### config.mk
export PLATFORM = sky130hd
export DESIGN_NAME = vending_machine_param
export DESIGN_NICKNAME = d
export VERILOG_FILES = /design/src/rtl/vending_machine_param.sv
export SDC_FILE = /design/constraint.sdc
export NUM_CORES = 1
export LEC_CHECK = 0
export CAP_MARGIN = 10
export CORE_UTILIZATION = 55
export DETAILED_ROUTE_END_ITERATION = 16
export PLACE_DENSITY = 0.9
export SYNTH_ARGS = -nofsm -noshare
export SYNTH_HDL_FRONTEND = slang
export SYNTH_SLANG_ARGS = --single-unit
### constraint.sdc
create_clock -name clk -period 3.25 [get_ports clk]
set_input_delay 0.325 -clock clk [delete_from_list [all_inputs] [get_ports clk]]
set_output_delay 0.325 -clock clk [all_outputs]
set_load 0.01 [all_outputs]
### src/rtl/vending_machine_param.sv
// Parametrised vending controller: accumulates coin credit, vends at PRICE,
// pays change or refunds as a train of one-unit pulses.
module vending_machine_param #(
  parameter int PRICE     = 3,
  parameter int COIN1_VAL = 1,
  parameter int COIN2_VAL = 2,
  parameter int COIN3_VAL = 5,
  parameter int CREDIT_W  = 4,
  parameter int TIMEOUT   = 15,
  parameter int TO_W      = 5
) (
  input  logic                clk,
  input  logic                reset,
  input  logic [1:0]          coin,
  input  logic                cancel,
  output logic                product,
  output logic                change_pulse,
  output logic                refund,
  output logic                coin_rej,
  output logic                busy,
  output logic [CREDIT_W-1:0] credit
);

  typedef enum logic [1:0] {S_IDLE, S_COLLECT, S_VEND, S_RETURN} state_t;

  localparam int MAX12    = (COIN1_VAL > COIN2_VAL) ? COIN1_VAL : COIN2_VAL;
  localparam int MAX_COIN = (MAX12 > COIN3_VAL) ? MAX12 : COIN3_VAL;

  localparam logic [CREDIT_W:0] PRICE_X = (CREDIT_W+1)'(PRICE);
  localparam logic [CREDIT_W:0] C1_X    = (CREDIT_W+1)'(COIN1_VAL);
  localparam logic [CREDIT_W:0] C2_X    = (CREDIT_W+1)'(COIN2_VAL);
  localparam logic [CREDIT_W:0] C3_X    = (CREDIT_W+1)'(COIN3_VAL);
  localparam logic [TO_W-1:0]   TO_LAST = TO_W'(TIMEOUT - 1);

  // Parameter sanity: the largest reachable sum must fit in the credit register
  if (PRICE - 1 + MAX_COIN >= (1 << CREDIT_W)) begin : g_bad_credit_w
    $error("vending_machine_param: PRICE-1+max coin does not fit in CREDIT_W");
  end
  if (TIMEOUT < 1 || TIMEOUT >= (1 << TO_W)) begin : g_bad_timeout
    $error("vending_machine_param: TIMEOUT must be >=1 and fit in TO_W");
  end

  state_t              state_q, state_d;
  logic [CREDIT_W-1:0] credit_q, credit_d;
  logic [CREDIT_W-1:0] remaining_q, remaining_d;
  logic [TO_W-1:0]     idle_cnt_q, idle_cnt_d;
  logic                refund_q, refund_d;
  logic                coin_rej_q, coin_rej_d;

  logic [CREDIT_W:0]   coin_val;
  logic [CREDIT_W:0]   sum;
  logic                coin_in;
  logic                sum_ovf;
  logic                sum_vend;

  // Coin decode and credit arithmetic at CREDIT_W+1 bits
  always_comb begin
    coin_val = '0;
    case (coin)
      2'b01:   coin_val = C1_X;
      2'b10:   coin_val = C2_X;
      2'b11:   coin_val = C3_X;
      default: coin_val = '0;
    endcase
    coin_in  = (coin != 2'b00);
    sum      = {1'b0, credit_q} + coin_val;
    sum_ovf  = sum[CREDIT_W];
    sum_vend = (sum >= PRICE_X);
  end

  // Next-state and register updates for the controller FSM
  always_comb begin
    state_d     = state_q;
    credit_d    = credit_q;
    remaining_d = remaining_q;
    idle_cnt_d  = idle_cnt_q;
    refund_d    = refund_q;
    coin_rej_d  = 1'b0;
    unique case (state_q)
      S_IDLE, S_COLLECT: begin
        if (state_q == S_COLLECT && cancel) begin
          coin_rej_d  = coin_in;
          remaining_d = credit_q;
          credit_d    = '0;
          refund_d    = 1'b1;
          state_d     = (credit_q != '0) ? S_RETURN : S_IDLE;
        end else if (coin_in) begin
          if (sum_ovf) begin
            coin_rej_d = 1'b1;
          end else if (sum_vend) begin
            remaining_d = CREDIT_W'(sum - PRICE_X);
            credit_d    = '0;
            state_d     = S_VEND;
          end else begin
            credit_d   = sum[CREDIT_W-1:0];
            idle_cnt_d = '0;
            state_d    = S_COLLECT;
          end
        end else if (state_q == S_COLLECT) begin
          if (idle_cnt_q == TO_LAST) begin
            remaining_d = credit_q;
            credit_d    = '0;
            refund_d    = 1'b1;
            state_d     = (credit_q != '0) ? S_RETURN : S_IDLE;
          end else begin
            idle_cnt_d = idle_cnt_q + TO_W'(1);
          end
        end
      end
      S_VEND: begin
        coin_rej_d = coin_in;
        refund_d   = 1'b0;
        state_d    = (remaining_q != '0) ? S_RETURN : S_IDLE;
      end
      S_RETURN: begin
        coin_rej_d  = coin_in;
        remaining_d = remaining_q - CREDIT_W'(1);
        if (remaining_q <= CREDIT_W'(1)) begin
          remaining_d = '0;
          refund_d    = 1'b0;
          state_d     = S_IDLE;
        end
      end
    endcase
  end

  // State and datapath registers with synchronous reset
  always_ff @(posedge clk) begin
    if (reset) begin
      state_q     <= S_IDLE;
      credit_q    <= '0;
      remaining_q <= '0;
      idle_cnt_q  <= '0;
      refund_q    <= 1'b0;
      coin_rej_q  <= 1'b0;
    end else begin
      state_q     <= state_d;
      credit_q    <= credit_d;
      remaining_q <= remaining_d;
      idle_cnt_q  <= idle_cnt_d;
      refund_q    <= refund_d;
      coin_rej_q  <= coin_rej_d;
    end
  end

  // Outputs decoded purely from registered state
  always_comb begin
    product      = (state_q == S_VEND);
    change_pulse = (state_q == S_RETURN);
    busy         = (state_q == S_VEND) || (state_q == S_RETURN);
    refund       = refund_q && (state_q == S_RETURN);
    coin_rej     = coin_rej_q;
    credit       = credit_q;
  end

endmodule

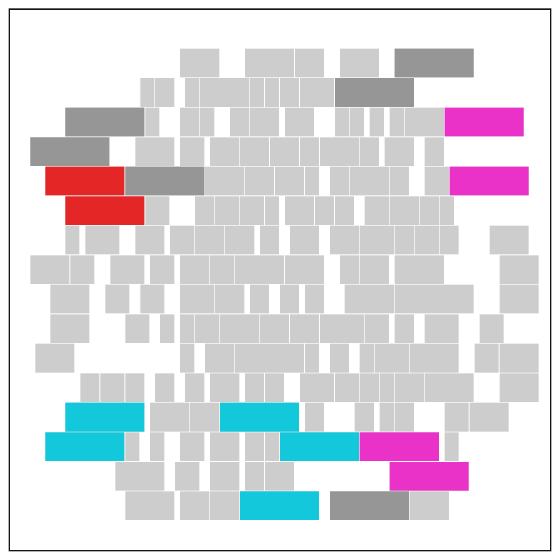
Figure 1: run 1, sequential cells grouped by signal name.
Other sequential cells in the stronger grey, the rest of the logic in the fainter grey.
Key: idle_cnt_q = cyan [sequential cells 5, where bottom centre]; credit = magenta [sequential cells 4]; state_q = red [sequential cells 2]
Another 6 sequential cells are not coloured.

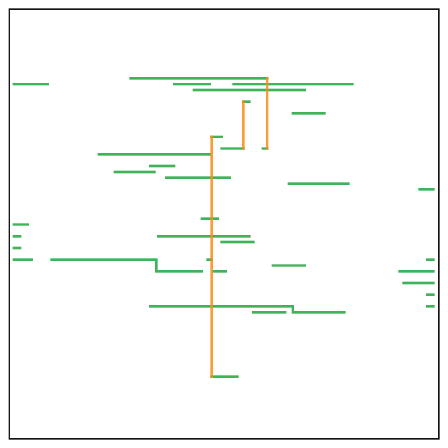
Figure 2: run 1, routed metal, one colour a layer.
Only two layers are drawn.
Key: met3 = green [wire length 180 µm]; met4 = orange [wire length 41.5 µm]
WL/cell: 15.0 µm
DRT Wirelength: 2960 µm
vias: 1248
gr usage total: 0.267

==> flow_summary_export.csv, run 1 <==
group,metric,value,unit
final_timing,fmax,340,MHz
final_timing,fin_crit_sh,0.905,
pwr,peakVddDrop,0.390,mV
pwr,power.share.combinational,0.464,
pwr,clkPwrFrac,0.155,
pwr,internal_power,0.447,mW
final_timing,setup_viol,0,
final_layout,regMostFlops,"idle_cnt_q",
final_layout,inv_count,7,
setup_path,r2r_cells,7,
final_layout,sh_seq_area,0.235,
setup_path,reg2reg_setup_slack,0.46,ns
placed_design,place_congestion,0.888,
final_layout,drive_gt1_frac,0.0824,
clock_tree,postCtsSetupRepairBufs,0,
die,chipArea,0.00248,mm²
grt,top_usage_layer,"met2",
min_path,min_path_type,"reg -> reg",
grt,antenna_found_initial,0,
final_layout,comb_area,862,µm²
placed_design,placed_cell_area,0.00142,mm²
flow_run,timing.max_cap.violations,0,
clock_tree,insertion_delay,0.30,ns
setup_path,crit_family,"AND-OR/OR-AND gates",
drt,top_layer,"met4",
die,dieHeight,49.8,µm
setup_path,r2r_start,"credit[0]",
clock_tree,cts_hold_buf,0,
final_timing,clock_skew,0.00588,ns
clock_tree,ctsResizeCount,0,
yosys,ys_seq_share,0.271,
pwr,power.group.top,"combinational cells",
grt,first_global_vias,1177,
setup_path,crit_buf_inv,1,
pwr,p_switching,0.281,mW
yosys,async_flop_share,0,
grt,met3_usage,0.0432,
setup_path,startpoint,"coin[1]",
min_path,worstHoldEndpoint,"refund_q",
final_layout,final_cell_mix,"a21oi_1 (17), dfxtp_1 (17), clkdlybuf4s50_1 (13), o21ai_0 (10)",
setup_path,crit_end,"idle_cnt_q[2]",
final_layout,nClkBuffers,4,
yosys,synth-edff-count,0,
final_layout,ff_latch_area,340,µm²
final_layout,largest_register_ff_count,5,
drt,drtPass1Iterations,5,
yosys,synth-warning-count,0,
final_layout,instances_no_fill,197,
pwr,seq_cell_power,0.278,mW
pwr,finalPower,0.728,mW
yosys,mux_share,0.0160,
final_layout,syn2layout_area_growth,15.5,%
final_layout,comb_cells,125,
final_timing,tns,0,ns
clock_tree,cts-buffers-inserted,3,
final_layout,clk_share,0.0181,
placed_design,portBuffers,13,
yosys,synth_cell_types,45,
final_timing,maxSlewViolCount,0,
placed_design,placed_cells,193,
final_timing,hold_violations,0,
min_path,hp-start,"refund_q",
final_timing,max_slew_margin,0.655,
grt,use_met1,0.336,
final_timing,period_minus_slack,2.94,ns
drt,drc,0,
setup_path,arrival,3.17,ns
yosys,ys_ff,17,
drt,via_per_inst,6.34,
grt,grt_remaining_overflow,0,
final_layout,final-nonclk-buf-share,0.111,
run_status,status,"finished, final reports clean",
final_timing,setup_slack,0.308,ns
grt,grt_max_degree,14,
final_layout,fill_cells,166,
setup_path,path_class,"in -> reg",
setup_path,worst_path_max_delay_cell,"clkdlybuf4s50_1",
final_layout,top_area_cell_class,"multi-input combinational cells",
setup_path,slowest_delay,0.51,ns
drt,final_antenna_net_count,0,
die,fp_util,0.609,
final_timing,rsz0062_at_grt,"false",
final_layout,nNetsFinal,186,
setup_path,cp-start-kind,"input port",
die,rows,16,
clock_tree,clock-sinks,17,
clock_tree,path_clk_slew,0.09,ns
yosys,ff_type,"dfxtp_1",
final_timing,worst_slew_pin_slew,0.513,ns
final_timing,timing.hold.ws,0.481,ns
setup_path,crit_path_end_kind,"flip-flop",
pwr,power_density,502,mW/mm²
pwr,leakagePower,0.595,nW
yosys,yosys-stat-cells,156,
yosys,aoi_share,0.306,
setup_path,cp_num_cells,8,
yosys,synthCells,156,
drt,routed-wl-met3,179,µm
drt,met1_length,1360,µm
flow_run,warning_count,29,
setup_path,worstPathMaxFanout,8,
clock_tree,clock_path_buffers,2,
pwr,p_clk,0.113,mW
die,die_w,49.8,µm
yosys,yosys-stat-area,0.00125,mm²
yosys,topCombFamilyByArea,"AND-OR/OR-AND gates",
yosys,synth_nets,171,
final_layout,num_antenna_cells,0,
grt,grt_pass1_wl,5110,µm
pwr,swShare,0.386,
clock_tree,clockRootBuffer,"clkbuf_4",
final_layout,fin_area,0.00145,mm²
pwr,pwr-share-seq,0.381,
yosys,synth_area_per_cell,8.04,µm²
final_layout,num-nonclk-buffers,17,
placed_design,pre_cts_slack,0.0175,ns
drt,wl_met2,1380,µm
placed_design,dp.final_hpwl,2230,µm
yosys,netlist_area,0.00125,mm²
yosys,adder_share,0.106,
final_layout,comb_share,0.595,
setup_path,reg2reg_to,"idle_cnt_q[2]",
pwr,pg_comb,0.338,mW
die,io_pins,14,
setup_path,crit_path_cell_trace,"clkdlybuf4s50_1 > nor2b_1 > fa_1 > ha_1 > a2111o_1 > a22o_4 > or4_1 > a21oi_1",
clock_tree,htreeDepth,1,
drt,drt_first_iter_violations,53,
yosys,simple_gate_share,0.238,
setup_path,worstPathRequired,3.48,ns
min_path,worstHoldPathCells,2,
clock_tree,tritoncts,"done",
yosys,ys_sh_xor,0.0209,
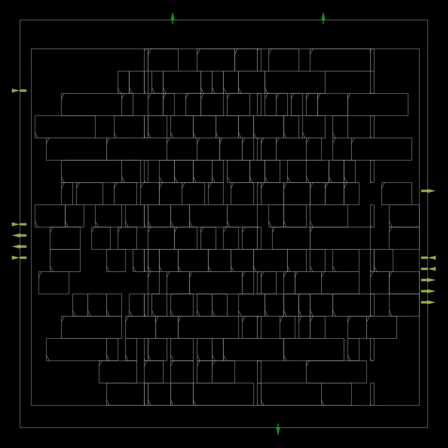
Figure 3: run 1, cell placement.
core area: 0.00206 mm²
Well Taps: 27
final core utilization: 0.703
sequential cell count: 17

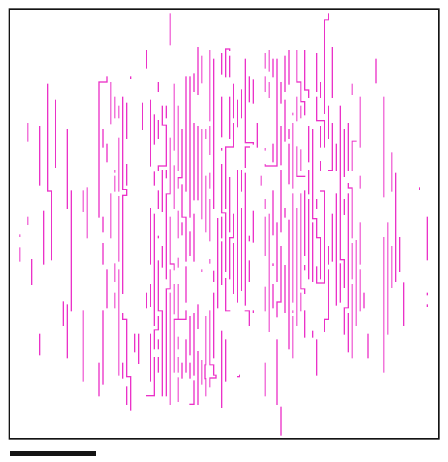
Figure 4: run 1, signal wires on met2.
Bar = 10 µm.
The layer holds 47% of the routed length. The wires run mostly vertical. The longest straight run is 17.9 µm. 157 nets have wire on it. The layer carries 1380 µm of wire.
met2 usage: 0.423

==> run 1: Yosys cell counts (3+ instances only) <==
| library cell | n | area (µm²) |
|---|---|---|
| a21oi_1 | 17 | 85.1 |
| dfxtp_1 | 17 | 340 |
| o21ai_0 | 10 | 50.1 |
| ha_1 | 9 | 113 |
| nor2_1 | 9 | 33.8 |
| nand2_1 | 8 | 30.0 |
| clkbuf_1 | 7 | 26.3 |
| inv_1 | 7 | 26.3 |
| o31ai_1 | 6 | 45.0 |
| and2_1 | 5 | 31.3 |
| a211oi_1 | 4 | 30.0 |
| nor3_1 | 4 | 20.0 |
| or4_1 | 4 | 30.0 |
| and3_1 | 3 | 18.8 |
| nand2b_1 | 3 | 18.8 |
| nand3_1 | 3 | 15.0 |
| nor2b_1 | 3 | 18.8 |
| nor4_1 | 3 | 18.8 |
--- run 2 (diff from run 1) ---
CTS_CLUSTER_SIZE = 25   (was unset)
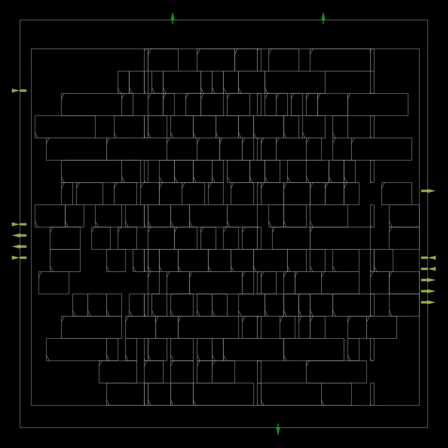
Figure 5: run 2, cell placement.
Seq area share: 0.235
# fillers: 166
Finished Layout Cells: 197
Cell Rows: 16

==> run 2 against run 1 <==
Compared with the run above: combinational power about the same; first-iteration DRC count unchanged; maximum frequency unchanged; core utilization unchanged; count of clock-buffer cells in the layout unchanged; largest cell class unchanged.
==> flow_summary_export.csv, run 2 <==
group,metric,value,unit
run_status,status,"finished, final reports clean",
setup_path,worstPathRequired,3.48,ns
final_timing,clock_skew,0.00588,ns
final_layout,largest_register_ff_count,5,
final_timing,worst_slew_pin_slew,0.513,ns
flow_run,timing.max_cap.violations,0,
yosys,ys_ff,17,
die,io_pins,14,
drt,drc,0,
drt,vias,1248,
pwr,power_density,502,mW/mm²
drt,wl_met2,1380,µm
pwr,clkPwrFrac,0.155,
setup_path,crit_family,"AND-OR/OR-AND gates",
setup_path,crit_buf_inv,1,
final_layout,num-nonclk-buffers,17,
final_layout,num_antenna_cells,0,
yosys,synth_nets,171,
final_timing,setup_viol,0,
final_timing,fmax,340,MHz
final_layout,comb_area,862,µm²
yosys,async_flop_share,0,
pwr,pwr-share-seq,0.381,
final_layout,fin_area,0.00145,mm²
yosys,synth_cell_types,45,
pwr,seq_cell_power,0.278,mW
final_timing,timing.hold.ws,0.481,ns
yosys,synth_area_per_cell,8.04,µm²
yosys,yosys-stat-area,0.00125,mm²
pwr,swShare,0.386,
grt,first_global_vias,1177,
placed_design,place_congestion,0.888,
drt,drtPass1Iterations,5,
drt,drt_wl_total,2960,µm
placed_design,portBuffers,13,
clock_tree,postCtsSetupRepairBufs,0,
yosys,yosys-stat-cells,156,
final_layout,final_cell_mix,"a21oi_1 (17), dfxtp_1 (17), clkdlybuf4s50_1 (13), o21ai_0 (10)",
setup_path,crit_path_end_kind,"flip-flop",
final_layout,nClkBuffers,4,
setup_path,path_class,"in -> reg",
drt,drt_first_iter_violations,53,
grt,grt_remaining_overflow,0,
drt,final_antenna_net_count,0,
placed_design,placed_cell_area,0.00142,mm²
clock_tree,htreeDepth,1,
placed_design,dp.final_hpwl,2230,µm
grt,antenna_found_initial,0,
final_timing,max_slew_margin,0.655,
pwr,leakagePower,0.595,nW
drt,routed-wl-met3,179,µm
final_layout,drive_gt1_frac,0.0824,
yosys,ys_seq_share,0.271,
final_layout,ff_count,17,
final_timing,fin_crit_sh,0.905,
final_timing,setup_slack,0.308,ns
pwr,p_switching,0.281,mW
final_layout,regMostFlops,"idle_cnt_q",
clock_tree,ctsResizeCount,0,
final_timing,tns,0,ns
yosys,yosys.area.top_type_share,0.271,
drt,wl_per_cell,15.0,µm
pwr,p_clk,0.113,mW
setup_path,slowest_delay,0.51,ns
pwr,internal_power,0.447,mW
final_layout,ff_latch_area,340,µm²
grt,grt_max_degree,14,
die,fp_util,0.609,
clock_tree,clock-sinks,17,
yosys,top_cells_by_count,"a21oi_1 (17), dfxtp_1 (17), o21ai_0 (10)",
grt,gr-usage-all-layers,0.267,
placed_design,pre_cts_slack,0.0175,ns
die,core-area,0.00206,mm²
final_timing,period_minus_slack,2.94,ns
pwr,power.group.top,"combinational cells",
final_timing,rsz0062_at_grt,"false",
die,taps,27,
yosys,ff_type,"dfxtp_1",
==> run 2: cell counts after synthesis <==
Identical to the previous run, type by type.
==> run 2: worst paths after layout <==
| check | start | endpoint | slack, ns | depth (start not counted) |
|---|---|---|---|---|
| worst max-delay path | coin[1] | idle_cnt_q[2] | 0.31 | 8 |
| worst max register to register | credit[0] | idle_cnt_q[2] | 0.46 | 7 |
| worst min register to register | refund_q | refund_q | 0.48 | 2 |
| worst min-delay path | refund_q | refund_q | 0.48 | 2 |
==> run 2: cells by family after synthesis <==
logic type	Yosys count	synth area share
multiplexers	2	0.0160
AND/OR/NAND/NOR	54	0.238
XOR/XNOR	3	0.0209
AND-OR/OR-AND	56	0.306
flip-flops	17	0.271
buffers and inverters	14	0.0419
adder cells (fa/ha/maj)	10	0.106
Power is estimated from default activity; no workload was simulated.
